==> images/clock_map.png <==
Scale bar: 20 microns.
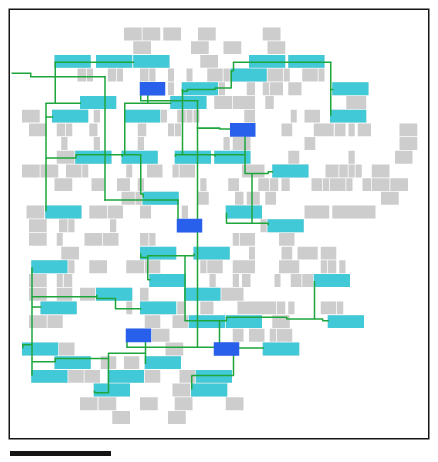
==> images/final_clocks.png <==
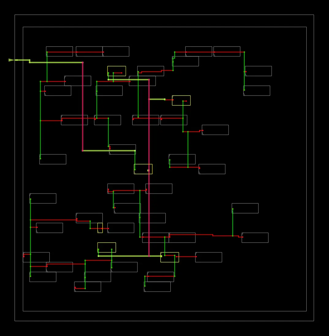
==> images/pins.png <==
Pins as bars across the die edge, other pins in grey.
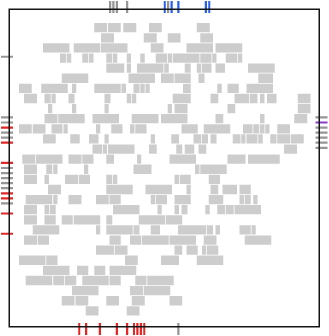
==> src/rtl/exhaustive_sweep_ctrl.sv <==
// ============================================================================
// Module   : exhaustive_sweep_ctrl
// Purpose  : Steps a W-input combinational lab unit through every input code,
//            captures its response and folds it into a 16-bit signature.
// Revision : 1.0 - initial release
// ============================================================================
`default_nettype none

module exhaustive_sweep_ctrl #(
    parameter int W     = 5,
    parameter int DWELL = 3
) (
    input  logic         clk,
    input  logic         rst,
    input  logic         start,
    input  logic         step_mode,
    input  logic         step,
    input  logic         hold,
    input  logic [W-1:0] dut_out,
    output logic [W-1:0] dut_in,
    output logic         busy,
    output logic         done,
    output logic         cap_valid,
    output logic [W-1:0] cap_code,
    output logic [W-1:0] cap_data,
    output logic [15:0]  signature
);

    localparam logic [W-1:0] c_last_code = {W{1'b1}};
    localparam logic [7:0]   c_dwell_m1  = 8'(DWELL - 1);

    typedef enum logic [2:0] {
        S_IDLE      = 3'd0,
        S_SETTLE    = 3'd1,
        S_CAPTURE   = 3'd2,
        S_WAIT_STEP = 3'd3,
        S_DONE      = 3'd4
    } state_t;

    state_t         r_state;
    state_t         w_state_nxt;
    logic           w_begin;
    logic           w_advance;
    logic           w_capture;
    logic           w_settled;
    logic [W-1:0]   r_dut_in;
    logic [7:0]     r_cnt;
    logic           r_cap_valid;
    logic [W-1:0]   r_cap_code;
    logic [W-1:0]   r_cap_data;
    logic [15:0]    r_sig;

    assign w_settled = (r_cnt == c_dwell_m1) && !hold;

    always_ff @(posedge clk) begin
        if (rst) begin
            r_state <= S_IDLE;
        end else begin
            r_state <= w_state_nxt;
        end
    end

    always_comb begin
        w_state_nxt = r_state;
        w_begin     = 1'b0;
        w_advance   = 1'b0;
        w_capture   = 1'b0;
        case (r_state)
            S_IDLE, S_DONE: begin
                if (start) begin
                    w_state_nxt = S_SETTLE;
                    w_begin     = 1'b1;
                end
            end
            S_SETTLE: begin
                if (w_settled) begin
                    w_state_nxt = S_CAPTURE;
                end
            end
            S_CAPTURE: begin
                w_capture = 1'b1;
                if (r_dut_in == c_last_code) begin
                    w_state_nxt = S_DONE;
                end else if (step_mode) begin
                    w_state_nxt = S_WAIT_STEP;
                end else begin
                    w_state_nxt = S_SETTLE;
                    w_advance   = 1'b1;
                end
            end
            S_WAIT_STEP: begin
                if (step) begin
                    w_state_nxt = S_SETTLE;
                    w_advance   = 1'b1;
                end
            end
            default: begin
                w_state_nxt = S_IDLE;
            end
        endcase
    end

    // Datapath: code/counter sequencing plus capture and signature folding.
    always_ff @(posedge clk) begin
        if (rst) begin
            r_dut_in    <= '0;
            r_cnt       <= '0;
            r_cap_valid <= 1'b0;
            r_cap_code  <= '0;
            r_cap_data  <= '0;
            r_sig       <= '0;
        end else begin
            r_cap_valid <= w_capture;
            if (w_begin) begin
                r_dut_in <= '0;
                r_cnt    <= '0;
                r_sig    <= '0;
            end else if (w_advance) begin
                r_dut_in <= r_dut_in + W'(1);
                r_cnt    <= '0;
            end else if (r_state == S_SETTLE && !hold && !w_settled) begin
                r_cnt <= r_cnt + 8'd1;
            end
            if (w_capture) begin
                r_cap_data <= dut_out;
                r_cap_code <= r_dut_in;
                r_sig      <= {r_sig[14:0], r_sig[15]} ^ {{(16-W){1'b0}}, dut_out};
            end
        end
    end

    assign dut_in    = r_dut_in;
    assign busy      = (r_state == S_SETTLE) || (r_state == S_CAPTURE) ||
                       (r_state == S_WAIT_STEP);
    assign done      = (r_state == S_DONE);
    assign cap_valid = r_cap_valid;
    assign cap_code  = r_cap_code;
    assign cap_data  = r_cap_data;
    assign signature = r_sig;

endmodule

`default_nettype wire
==> config.mk <==
export PLATFORM = sky130hd
export DESIGN_NAME = exhaustive_sweep_ctrl
export DESIGN_NICKNAME = d
export VERILOG_FILES = /design/src/rtl/exhaustive_sweep_ctrl.sv
export SDC_FILE = /design/constraint.sdc
export NUM_CORES = 1
export LEC_CHECK = 0
export CAP_MARGIN = 20
export CORE_AREA = 2 2 81 83
export DETAILED_ROUTE_END_ITERATION = 10
export DIE_AREA = 0 0 83 85
export GPL_TIMING_DRIVEN = 0
export PLACE_DENSITY_LB_ADDON = 0.12
export SLEW_MARGIN = 10
export SYNTH_ARGS = -nofsm -noshare
export SYNTH_HDL_FRONTEND = slang
export SYNTH_SLANG_ARGS = --single-unit
==> constraint.sdc <==
create_clock -name clk -period 2.55 [get_ports clk]
set_input_delay 0.51 -clock clk [delete_from_list [all_inputs] [get_ports clk]]
set_output_delay 0.51 -clock clk [all_outputs]
set_load 0.01 [all_outputs]
==> impl_metrics.tcl <==
# yosys + openroad results
set metrics [dict create \
    worstSetupPathDepth 8 \
    most-common-layout-cells "clkdlybuf4s50_1, dfxtp_1, nand2_1" \
    drive_above_1_share_pct 8.439 \
    synth.top_cells.by_count "dfxtp_1, nand2_1, nor2_1, a21oi_1, a22o_1" \
    cp_cell_sequence "ha_1 -> and3_1 -> ha_1 -> or3_1 -> a21oi_1 -> or2_2 -> buf_2 -> a211oi_1" \
    dp_hpwl_mm 2.946 \
    cap_violations 0 \
    ys_top_logic_family "simple AND/OR/NAND/NOR gates" \
    grtUsageTotal_pct 12.06 \
    wl_met2_mm 1.670 \
    core_sq_mm 0.006205 \
    setup_viol 0 \
    yosysChipArea_sq_mm 0.001782 \
    r2r_start "dut_in[0]" \
    antenna_cells 0 \
    die_y_microns 85 \
    hold-worst-slack_ns 0.4582 \
    pg_seq_w 0.000678 \
    inv_count 3 \
    synth_cell_types 39 \
    met3_length_microns 230 \
    max_freq_mhz 429.5 \
    logic_area_sq_um 860.8 \
    crit_end "r_cnt[1]" \
    syn_inst 187 \
    num_tap_cells 77 \
    swShare_pct 22.26 \
    yosys_warnings 0 \
    top_area_share_pct 48.31 \
    grt_first_pass_wirelength_mm 6.872 \
    crit_buf_inv 1 \
    cts_root_buffer "clkbuf_8" \
    endpoint_kind "register" \
    powerComb_w 0.0000814 \
    via_per_inst 4.678 \
    p_clk_share_pct 34.1 \
    maxPowerGroup "registers" \
    gr-usage-met2_pct 17.16 \
    nMultiInputCombCells 132 \
    ios 45 \
    status "completed" \
    pwr_density_cell_mw_per_mm2 481.7 \
    r2r.worst_path.cells 8 \
]
-- clock_map.png (at the start) --
legend:
  green:
    item: clock wires
    length: 555 microns
  cyan:
    item: flip-flops
    count: 43
  blue:
    item: cells driving clock nets
    count: 5
routed clock nets: 6

-- final_clocks.png (at the start) --
clk_lat worst skew: 0.29 ns
Clk. pwr: 0.000393 W

-- pins.png (at the start) --
legend:
  red:
    port: signature
    pins: 16
    direction: output
    edge: 9 bottom, 7 left
  purple:
    port: step
    pins: 1
    direction: input
    edge: right
  blue:
    port: dut_in
    pins: 5
    direction: output
    edge: top

Power figures rest on the tool's default switching activity, not on a simulated workload.
